$ cat config.mk
export PLATFORM = sky130hd
export DESIGN_NAME = sync_down_timer
export DESIGN_NICKNAME = d
export VERILOG_FILES = /design/src/rtl/sync_down_timer.sv
export SDC_FILE = /design/constraint.sdc
export NUM_CORES = 1
export LEC_CHECK = 0
export ABC_AREA = 0
export CAP_MARGIN = 10
export CORE_AREA = 2 2 39 41
export CTS_BUF_LIST = sky130_fd_sc_hd__clkbuf_4
export CTS_CLUSTER_DIAMETER = 40
export DETAILED_ROUTE_END_ITERATION = 8
export DIE_AREA = 0 0 41 43
export RECOVER_POWER = 50
export SYNTH_ARGS = -nofsm -noshare
export SYNTH_HDL_FRONTEND = slang
export SYNTH_SLANG_ARGS = --single-unit
$ cat constraint.sdc
create_clock -name clk -period 1.66 [get_ports clk]
set_input_delay 0.332 -clock clk [delete_from_list [all_inputs] [get_ports clk]]
set_output_delay 0.332 -clock clk [all_outputs]
set_load 0.01 [all_outputs]
$ cat src/rtl/sync_down_timer.sv
// ---------------------------------------------------------------------------
// sync_down_timer
//   Loadable down-counter with a one-cycle terminal-count pulse.
//   A start loads load_val and counts down one step per unpaused edge. When
//   the count steps from 1 to 0, tc pulses for one cycle.
//
//   Optional feature: define SYNC_DOWN_TIMER_AUTO_RELOAD_EN for periodic
//   mode. In that mode, a terminal edge reloads the value captured at start
//   and the timer stays in RUN. Only stop or rst leave RUN in that mode.
//
// Ports
//   clk      in   sole clock, rising edge
//   rst      in   synchronous active-high reset
//   start    in   load load_val and begin counting
//   stop     in   abort count, no tc
//   pause    in   hold the count while high (RUN only)
//   load_val in   [WIDTH-1:0] start value N
//   q        out  [WIDTH-1:0] current count (registered)
//   busy     out  high while in RUN (registered)
//   tc       out  terminal-count pulse (registered)
//
// Input priority on each edge: rst > stop > start > pause.
// ---------------------------------------------------------------------------
module sync_down_timer #(
   parameter int WIDTH = 4
) (
   input  logic             clk,
   input  logic             rst,
   input  logic             start,
   input  logic             stop,
   input  logic             pause,
   input  logic [WIDTH-1:0] load_val,
   output logic [WIDTH-1:0] q,
   output logic             busy,
   output logic             tc
);

   typedef enum logic {IDLE = 1'b0, RUN = 1'b1} state_t;

   state_t           state, state_nx;
   logic [WIDTH-1:0] q_nx;
   logic             busy_nx;
   logic             tc_nx;
   logic             load_zero;
   logic             terminal;

`ifdef SYNC_DOWN_TIMER_AUTO_RELOAD_EN
   logic [WIDTH-1:0] reload, reload_nx;
`endif

   assign load_zero = (load_val == '0);
   // q<=1 rather than q==1, so a stray zero in RUN can never wrap to all-ones.
   assign terminal  = (state == RUN) && !pause && (q <= WIDTH'(1));

   // State register, including the registered outputs.
   always_ff @(posedge clk) begin
      if (rst) begin
         state  <= IDLE;
         q      <= '0;
         busy   <= 1'b0;
         tc     <= 1'b0;
`ifdef SYNC_DOWN_TIMER_AUTO_RELOAD_EN
         reload <= '0;
`endif
      end else begin
         state  <= state_nx;
         q      <= q_nx;
         busy   <= busy_nx;
         tc     <= tc_nx;
`ifdef SYNC_DOWN_TIMER_AUTO_RELOAD_EN
         reload <= reload_nx;
`endif
      end
   end

   // Next-state and next-count logic.
   always_comb begin
      state_nx  = state;
      q_nx      = q;
`ifdef SYNC_DOWN_TIMER_AUTO_RELOAD_EN
      reload_nx = reload;
`endif
      if (stop) begin
         // In IDLE, stop is a no-op, and it also masks a same-edge start.
         if (state == RUN) begin
            state_nx = IDLE;
            q_nx     = '0;
         end
      end else if (start) begin
         // A start with N=0 terminates immediately and does not enter RUN.
         q_nx     = load_val;
         state_nx = load_zero ? IDLE : RUN;
`ifdef SYNC_DOWN_TIMER_AUTO_RELOAD_EN
         if (!load_zero) reload_nx = load_val;
`endif
      end else if (terminal) begin
`ifdef SYNC_DOWN_TIMER_AUTO_RELOAD_EN
         q_nx     = reload;
`else
         q_nx     = '0;
         state_nx = IDLE;
`endif
      end else if (state == RUN && !pause) begin
         q_nx = q - WIDTH'(1);
      end
   end

   // Output logic, computed from the same edge decisions.
   always_comb begin
      busy_nx = (state_nx == RUN);
      tc_nx   = 1'b0;
      if (!stop) begin
         if (start) tc_nx = load_zero;
         else       tc_nx = terminal;
      end
   end

endmodule

Figure 1. Track usage over the die.
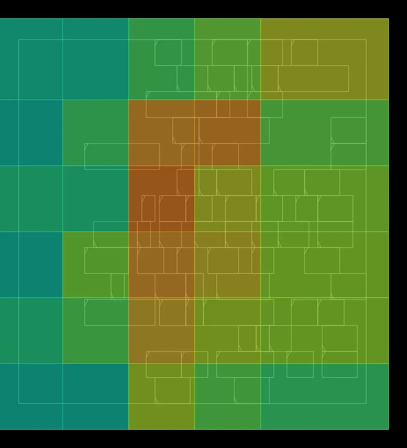
met1 GRT Util: 0.163
global routing usage on met3: 0.0157
GRT Total Usage: 0.141
final core utilization: 0.455
GR met2 Demand/Resource: 0.244

Figure 2. Signal wires on met2.
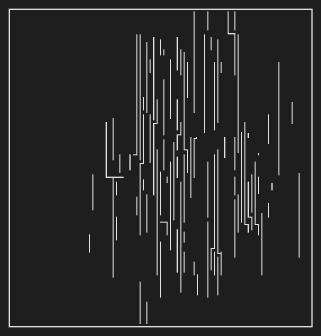
The layer carries 588 µm of wire. The layer holds 52% of the routed length. 65 nets have wire on it.

routing by layer:
layer  vias to the layer above  wire [µm]  GRT usage
met2                        11        588      0.244
met4                         0          0     0.0600
met5                         -          0          0
li1                        213          -          -
met1                       189        493      0.163
met3                         0         55     0.0157
cells in the final DEF (no fill, tap or decap), drive strengths merged:
master         synthesis  final
inv                    3      3
or2                    1      1
or2b                   1      1
nor4b                  2      2
nand3b                 1      1
nor3                   2      2
nor2b                  1      1
dfxtp                  6      6
xor2                   2      2
mux2i                  1      1
clkbuf                 0      3
nand2b                 1      1
nand3                  1      1
ha                     2      2
dlygate4sd3            0      2
and2                   1      1
clkdlybuf4s50          0     12
a21oi                  7      7
a211oi                 2      2
a222oi                 1      1
o41ai                  2      2
buf                    0      8
a22oi                  2      2
nand2                  3      3
timing repair:
action,in CTS,in global routing
hold endpoints to repair,0,0
setup endpoints to repair,1,4
resized,1,3
pin swaps,0,1
power by group through the flow:
stage          combinational [mW]  clock, mW  sequential [mW]
3_5_place_dp                0.128          0            0.168
6_report                    0.131      0.140            0.164
5_1_grt                     0.142      0.151            0.165
2_1_floorplan              0.0507          0            0.171
4_1_cts                     0.130      0.140            0.164
3_3_place_gp                0.128          0            0.167
final cells by class:
class / count / area (µm²) / share of cell area
Multi-Input combinational cell: 33 / 254 / 0.404
Timing Repair Buffer: 22 / 200 / 0.318
Sequential cell: 6 / 121 / 0.193
Clock buffer: 3 / 22.5 / 0.0358
Tap cell: 16 / 20.0 / 0.0318
Inverter: 3 / 11.3 / 0.0179
worst max-delay path by stage:
stage | startpoint | end | slack, ns | cells past startpoint
finish | state | busy | 0.07 | 1
detailed placement | pause | q[0] | -0.09 | 5
global placement | pause | q[0] | -0.10 | 5
floorplan | q[0] | q[1] | 0.14 | 6
global route | q[0] | q[0] | -0.02 | 7
CTS | q[3] | q[3] | 0.04 | 1
metrics by stage:
stage                     instance area (µm²)  setup slack [ns]  TNS (ns)  hold WS, ns  utilization
after floorplan                           383             0.138         0        0.401            -
after global placement                    603            -0.101    -0.161        0.539        0.436
after detailed placement                  603           -0.0922    -0.153        0.545        0.436
after CTS                                 633            0.0430         0        0.552        0.458
after global routing                      629           -0.0194   -0.0194        0.577        0.455
final                                     629            0.0671         0        0.551        0.455
logic make-up after synthesis:
kind of cell,after synthesis,share of synthesized area
mux,1,0.0261
simple gates,14,0.258
compound gates,14,0.261
xor+xnor,2,0.0458
flops,6,0.314
buf+inv,3,0.0294
fa+ha+maj,2,0.0653
registers in the layout, indices dropped and copies added, names as in the netlist:
register,count
q,4
state,1
tc,1
worst register-to-register path: stages, from the launching register on:
cell and delay [ns]:
dfxtp_2 0.35, inv_1 0.06, ha_1 0.20, or2_1 0.25, a21oi_2 0.16, buf_4 0.15, nand2_1 0.06, a211oi_1 0.26
==> qor.yml <==
status: "finished, final reports clean"
cts.sinks: 6
hold_path_class: "register to register"
ys_seq_frac: 0.314
cp_max_fo: 6
num_vias: 413
ant_nets: 0
drt_wl_total_um: 1140
antenna_cells: 0
overflow: 0
holdPathStages: 2
worst_slew_pin_slew_ns: 0.423
hold_viol_final: 0
grt_max_degree: 8
clk_pin_slew_ns: 0.04
drtPass1Iterations: 4
postCtsHoldBufs: 0
dp_cells: 80
die_area_um2: 1760
cts_buffers: 3
core_area_um2: 1380
syn_avg_cell_area_um2: 9.12
clock_latency_ns: 0.25
ys_async_sr_fraction: 0
yosysWarningCount: 0
crit_required_ns: 1.33
drive_gt1_frac: 0.254
hold_path.startpoint: "state"
Power figures rest on the tool's default switching activity, not on a simulated workload.
